layer_met1.png
Supply wires on this layer in gray.
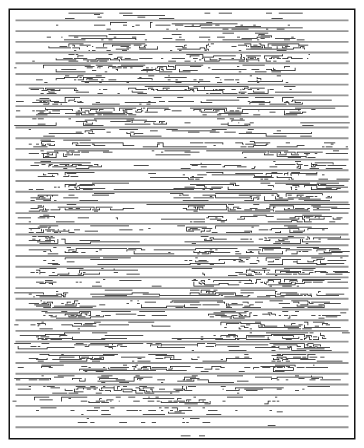
layer_met2.png
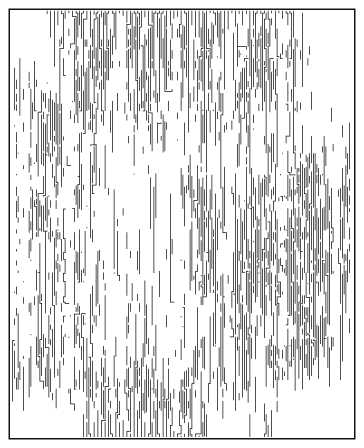
layer_met3.png
The bar under the picture is 20 um long. Cells faint in the background.
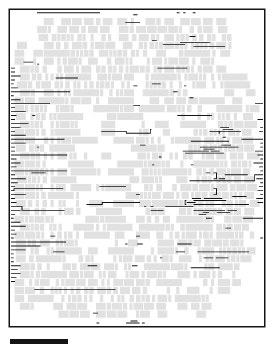
layer_met4.png
Supply wires on this layer in gray. Cells faint in the background.
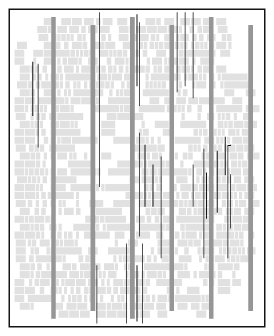
--- config.mk ---
export PLATFORM = sky130hd
export DESIGN_NAME = noc_inject_arbiter
export DESIGN_NICKNAME = d
export VERILOG_FILES = /design/src/rtl/noc_inject_arbiter_pkg.sv /design/src/rtl/noc_rr_pick.sv /design/src/rtl/noc_inject_arbiter.sv
export SDC_FILE = /design/constraint.sdc
export NUM_CORES = 1
export LEC_CHECK = 0
export ABC_AREA = 1
export ABC_CLOCK_PERIOD_IN_PS = 2700
export CORE_ASPECT_RATIO = 1.25
export CORE_UTILIZATION = 41
export CTS_CLUSTER_DIAMETER = 120
export DETAILED_ROUTE_END_ITERATION = 6
export PLACE_DENSITY = 0.88
export RECOVER_POWER = 50
export SLEW_MARGIN = 5
export SYNTH_ARGS = -nofsm -noshare
export SYNTH_HDL_FRONTEND = slang
export SYNTH_SLANG_ARGS = --single-unit
--- constraint.sdc ---
create_clock -name noc_clk -period 2.7 [get_ports noc_clk]
set_input_delay 0.27 -clock noc_clk [delete_from_list [all_inputs] [get_ports noc_clk]]
set_output_delay 0.27 -clock noc_clk [all_outputs]
set_load 0.01 [all_outputs]
--- src/rtl/noc_inject_arbiter_pkg.sv ---
// Shared definitions for the NoC injection-port arbiter: data width, requester limit
// and FSM state type.
package noc_inject_arbiter_pkg;

  localparam int unsigned NocDataWidth    = 32;
  localparam int unsigned NocInjectMaxReq = 8;

  typedef enum logic {
    StIdle,
    StLocked
  } inj_state_e;

endpackage

--- src/rtl/noc_rr_pick.sv ---
// Combinational round-robin picker: first asserted request at or after ptr_i, mod N.
// Returns a one-hot grant, its index and whether any request was present.
module noc_rr_pick #(
  parameter int unsigned N = 4
) (
  input  logic [N-1:0]         req_i,
  input  logic [$clog2(N)-1:0] ptr_i,
  output logic [N-1:0]         gnt_o,
  output logic [$clog2(N)-1:0] idx_o,
  output logic                 found_o
);

  localparam int unsigned IdxW = $clog2(N);
  localparam int unsigned SumW = IdxW + 1;

  logic [SumW-1:0] sum;

  always_comb begin
    gnt_o   = '0;
    idx_o   = '0;
    found_o = 1'b0;
    sum     = '0;
    for (int i = 0; i < N; i++) begin
      // ptr_i < N and i < N, so one conditional subtract gives the modulo.
      sum = {1'b0, ptr_i} + SumW'(i);
      if (sum >= SumW'(N)) sum = sum - SumW'(N);
      if (!found_o && req_i[sum[IdxW-1:0]]) begin
        found_o = 1'b1;
        idx_o   = sum[IdxW-1:0];
      end
    end
    if (found_o) gnt_o[idx_o] = 1'b1;
  end

endmodule

--- src/rtl/noc_inject_arbiter.sv ---
// Packet-granular round-robin arbiter sharing one NoC injection port between N_REQ
// sources, with a single registered output stage.
module noc_inject_arbiter
  import noc_inject_arbiter_pkg::*;
#(
  parameter int unsigned N_REQ         = 4,
  parameter int unsigned MAX_PKT_FLITS = 16
) (
  input  logic                            noc_clk,
  input  logic                            noc_rst,
  input  logic [N_REQ-1:0]                req_valid,
  output logic [N_REQ-1:0]                req_ready,
  input  logic [N_REQ*NocDataWidth-1:0]   req_flit,
  input  logic [N_REQ-1:0]                req_is_header,
  input  logic [N_REQ-1:0]                req_is_tail,
  output logic                            sender_valid,
  input  logic                            sender_ready,
  output logic [NocDataWidth-1:0]         sender_flit,
  output logic                            sender_is_header,
  output logic                            sender_is_tail,
  output logic [$clog2(N_REQ)-1:0]        grant_id,
  output logic                            busy,
  output logic                            proto_err
);

  localparam int unsigned IdxW = $clog2(N_REQ);
  localparam int unsigned CntW = $clog2(MAX_PKT_FLITS + 1);
  localparam int unsigned W    = NocDataWidth;

  inj_state_e      state_q, state_d;
  logic [IdxW-1:0] rr_ptr_q, rr_ptr_d;
  logic [IdxW-1:0] grant_q, grant_d;
  logic [CntW-1:0] cnt_q, cnt_d, cnt_inc;
  logic            err_q, err_d;
  logic            out_valid_q, out_valid_d;
  logic [W-1:0]    out_flit_q, out_flit_d;
  logic            out_hdr_q, out_hdr_d;
  logic            out_tail_q, out_tail_d;

  logic            slot_free, accept, sel_hdr, sel_tail;
  logic [W-1:0]    sel_flit;
  logic [IdxW-1:0] sel_idx;
  logic [N_REQ-1:0] hdr_cand, pick_gnt;
  logic [IdxW-1:0] pick_idx;
  logic            pick_found;
  logic [W-1:0]    flit_arr [N_REQ];

  for (genvar g = 0; g < N_REQ; g++) begin : g_unpack
    assign flit_arr[g] = req_flit[g*W +: W];
  end

  assign hdr_cand = req_valid & req_is_header;

  noc_rr_pick #(
    .N(N_REQ)
  ) u_pick (
    .req_i  (hdr_cand),
    .ptr_i  (rr_ptr_q),
    .gnt_o  (pick_gnt),
    .idx_o  (pick_idx),
    .found_o(pick_found)
  );

  function automatic logic [IdxW-1:0] next_idx(input logic [IdxW-1:0] i);
    return (i == IdxW'(N_REQ - 1)) ? '0 : i + 1'b1;
  endfunction

  always_comb begin : comb_ready
    slot_free = !out_valid_q || sender_ready;
    req_ready = '0;
    sel_idx   = (state_q == StIdle) ? pick_idx : grant_q;
    if (slot_free) begin
      if (state_q == StIdle) begin
        if (pick_found) req_ready = pick_gnt;
      end else begin
        req_ready[grant_q] = 1'b1;
      end
    end
    accept   = |(req_valid & req_ready);
    sel_flit = flit_arr[sel_idx];
    sel_hdr  = req_is_header[sel_idx];
    sel_tail = req_is_tail[sel_idx];
  end

  always_comb begin : comb_next
    state_d     = state_q;
    rr_ptr_d    = rr_ptr_q;
    grant_d     = grant_q;
    cnt_d       = cnt_q;
    err_d       = err_q;
    out_valid_d = out_valid_q;
    out_flit_d  = out_flit_q;
    out_hdr_d   = out_hdr_q;
    out_tail_d  = out_tail_q;
    cnt_inc     = (cnt_q == CntW'(MAX_PKT_FLITS)) ? cnt_q : cnt_q + 1'b1;

    // A source offering mid-packet data with no lock held has lost packet framing.
    if (state_q == StIdle && |(req_valid & ~req_is_header)) err_d = 1'b1;

    if (accept) begin
      out_valid_d = 1'b1;
      out_flit_d  = sel_flit;
      out_hdr_d   = sel_hdr;
      out_tail_d  = sel_tail;
      case (state_q)
        StIdle: begin
          grant_d = pick_idx;
          cnt_d   = CntW'(1);
          if (sel_tail) rr_ptr_d = next_idx(pick_idx);
          else          state_d  = StLocked;
        end
        StLocked: begin
          cnt_d = cnt_inc;
          if (sel_hdr) err_d = 1'b1;
          if (sel_tail) begin
            state_d  = StIdle;
            rr_ptr_d = next_idx(grant_q);
          end else if (cnt_inc == CntW'(MAX_PKT_FLITS)) begin
            err_d = 1'b1;
          end
        end
        default: state_d = StIdle;
      endcase
    end else if (slot_free) begin
      out_valid_d = 1'b0;
    end
  end

  always_ff @(posedge noc_clk or posedge noc_rst) begin
    if (noc_rst) begin
      state_q     <= StIdle;
      rr_ptr_q    <= '0;
      grant_q     <= '0;
      cnt_q       <= '0;
      err_q       <= 1'b0;
      out_valid_q <= 1'b0;
      out_flit_q  <= '0;
      out_hdr_q   <= 1'b0;
      out_tail_q  <= 1'b0;
    end else begin
      state_q     <= state_d;
      rr_ptr_q    <= rr_ptr_d;
      grant_q     <= grant_d;
      cnt_q       <= cnt_d;
      err_q       <= err_d;
      out_valid_q <= out_valid_d;
      out_flit_q  <= out_flit_d;
      out_hdr_q   <= out_hdr_d;
      out_tail_q  <= out_tail_d;
    end
  end

  assign sender_valid     = out_valid_q;
  assign sender_flit      = out_flit_q;
  assign sender_is_header = out_hdr_q;
  assign sender_is_tail   = out_tail_q;
  assign grant_id         = grant_q;
  assign busy             = (state_q == StLocked);
  assign proto_err        = err_q;

endmodule
==> impl_metrics.py <==
# Generated from Yosys and OpenROAD reports
metrics = {
    "status": {
        "outcome": "complete, no violations",
    },
    "critical_path": {
        "crit_required_ns": 2.92,
        "r2r-start": "rr_ptr_q[0]",
        "path_class": "register to register",
        "cp-start-kind": "register",
        "crit_path_end_kind": "register",
    },
    "clock_tree": {
        "cts_setup_buffers": 2,
        "htreeDepth": 2,
        "root_buffer": "clkbuf_8",
        "cts_tree": "built",
        "clock_latency_ns": 0.30,
        "hold_buffers": 0,
        "postCtsResizedCells": 6,
    },
    "global_route": {
        "grt_max_degree": 78,
        "overflow": 0,
        "grt_use_met3_pct": 4.84,
        "antenna_found_initial": 0,
    },
    "sta": {
        "finalCriticalPeriod_ns": 2.66,
        "setup_viol": 0,
        "fin_crit_sh_pct": 98.4,
        "maxSlewViolCount": 0,
        "fin_worst_skew_ns": 0.0130,
        "fmax_mhz": 376,
    },
    "floorplan": {
        "boundaryPins": 186,
        "chipArea_mm2": 0.00950,
        "die_height_um": 109,
        "die_w_um": 87.4,
    },
    "power": {
        "p_leak_uw": 0.00306,
        "seqPwrFrac_pct": 16.9,
        "switching_power_uw": 4000,
        "intPower_uw": 3810,
        "vdd_drop_max_mv": 0.882,
    },
    "logic_synthesis": {
        "synth_flops": 46,
        "top_area_share_pct": 30.8,
        "netlist_area_mm2": 0.00374,
        "syn_avg_cell_area_um2": 6.35,
        "yosysTopAreaCell": "dfrtp_1",
        "yosys_cells": 588,
        "synth_cells": 588,
    },
    "finish": {
        "drive_gt1_share_pct": 11.4,
        "seq_share_pct": 19.1,
        "bufAreaShareNonClock_pct": 35.7,
        "dominant_cells": "non-clock buffers",
        "inverters": 91,
        "comb_area_share_pct": 35.2,
        "fin_nets": 935,
        "final-clk-cell-share_pct": 1.74,
        "nMultiInputCombCells": 420,
        "clkbuf_count": 7,
    },
    "drt": {
        "wl_met2_mm": 6.67,
        "wl_per_cell_um": 14.2,
        "m1WireLength_mm": 4.76,
        "vias_per_cell": 5.08,
    },
    "placed_design": {
        "gp_congestion": 0.991,
        "dpl.cell_count": 888,
        "placed_area_mm2": 0.00581,
        "dpl.hpwl_mm": 9.67,
    },
    "flow_run": {
        "warnings": 34,
    },
    "hold_path": {
        "hp-class": "register to register",
    },
}
Notes on layer_met1.png above:
main direction: horizontal
longest straight run: 32.7 um

Notes on layer_met2.png above:
share of all routed wire: 52%
main direction: vertical
longest straight run: 40.8 um
final WL: 12.8 mm
met2 usage: 45.0%
DR vias: 4589

Notes on layer_met3.png above:
share of all routed wire: 5.9%
longest straight run: 27.6 um

Notes on layer_met4.png above:
longest straight run: 59.8 um
nets with wire on the layer: 22
wire length on this layer: 599 um
share of all routed wire: 4.7%

## through the flow
| stage | setup slack (ns) | utilization, % |
|---|---|---|
| after global placement | -0.0757 | 66.4 |
| after CTS | 0.0686 | 67.7 |
| after floorplan | 0.361 | - |
| after detailed placement | -0.182 | 66.4 |
| after global routing | -0.0948 | 69.2 |
| final | 0.0429 | 69.2 |
## synthesized netlist by cell type, types with 2 or more instances
cell type / n
nand2_1: 198
inv_1: 88
o21ai_1: 69
a21oi_1: 66
dfrtp_1: 46
nand3_1: 27
buf_2: 17
buf_4: 10
ha_1: 10
nor2_1: 9
nand2_2: 8
a21oi_2: 5
nand4_1: 5
buf_6: 4
o21ai_0: 4
o22ai_1: 3
xor2_1: 3
nand2_4: 2
nand3_2: 2
## placed cells by master, fill, tap and decap left out, types with 2 or more instances in the layout
| cell type | instances |
|---|---|
| buf_12 | 5 |
| a21oi_2 | 6 |
| nor2_1 | 9 |
| dlymetal6s2s_1 | 2 |
| inv_4 | 2 |
| o21ai_0 | 3 |
| clkbuf_2 | 2 |
| xor2_1 | 3 |
| buf_4 | 23 |
| nand2_1 | 189 |
| o22ai_1 | 2 |
| nand3_2 | 9 |
| clkbuf_1 | 2 |
| o21ai_1 | 70 |
| nand2_2 | 14 |
| inv_2 | 2 |
| clkbuf_8 | 7 |
| dfrtp_2 | 2 |
| nand2_4 | 5 |
| dlygate4sd2_1 | 2 |
| buf_6 | 3 |
| o21ai_4 | 2 |
| ha_1 | 9 |
| nand3_1 | 20 |
| dfrtp_1 | 44 |
| clkdlybuf4s50_1 | 160 |
| inv_1 | 86 |
| a21oi_1 | 65 |
| nand4_1 | 5 |
| clkinv_4 | 2 |
| dlygate4sd3_1 | 19 |
## path summary, 6_finish.rpt
check	to	slack [ns]	cells after the start
worst min register to register	sender_flit[12]	0.48	2
min in group asynchronous	sender_flit[29]	0.53	2
max in group asynchronous	sender_flit[12]	0.95	3
worst min-delay path	sender_flit[12]	0.48	2
worst max-delay path	cnt_q[3]	0.04	18
worst max register to register	cnt_q[3]	0.04	18
## worst max-delay path: stages (launching register included)
cell and delay, ns:
dfrtp_2 0.51, buf_6 0.16, nand2_1 0.09, nand2_2 0.08, nand2_2 0.09, nand2_4 0.08, nand2_2 0.08, nand2_1 0.06
nand2_2 0.07, nand3_4 0.09, inv_2 0.08, ha_2 0.17, nand3_2 0.08, a21oi_2 0.22, nand2_2 0.08, nand4_1 0.19
buf_6 0.19, nand2_2 0.08, o22ai_1 0.17
## flip-flops by register name, summed over array words and instances (netlist names)
name	count
busy	1
cnt_q	5
grant_id	2
proto_err	1
rr_ptr_q	2
sender_flit	32
sender_is_header	1
sender_is_tail	1
sender_valid	1
## power groups by stage
stage	logic [uW]	clock network [uW]	registers (uW)
finish	6010	477	1320
detailed placement	5780	0	1320
global placement	5570	0	1300
floorplan	3780	0	1380
CTS	5790	493	1310
global route	6640	523	1360
## kinds of logic after synthesis
logic type               after synthesis  synth area share (%)
multiplexers                           1                 0.268
adder cells (fa/ha/maj)               10                  3.35
AND-OR/OR-AND                        150                  21.2
AND/OR/NAND/NOR                      256                  29.0
buffers and inverters                122                  14.7
XOR/XNOR                               3                 0.703
flip-flops                            46                  30.8
Power is estimated from default activity; no workload was simulated.
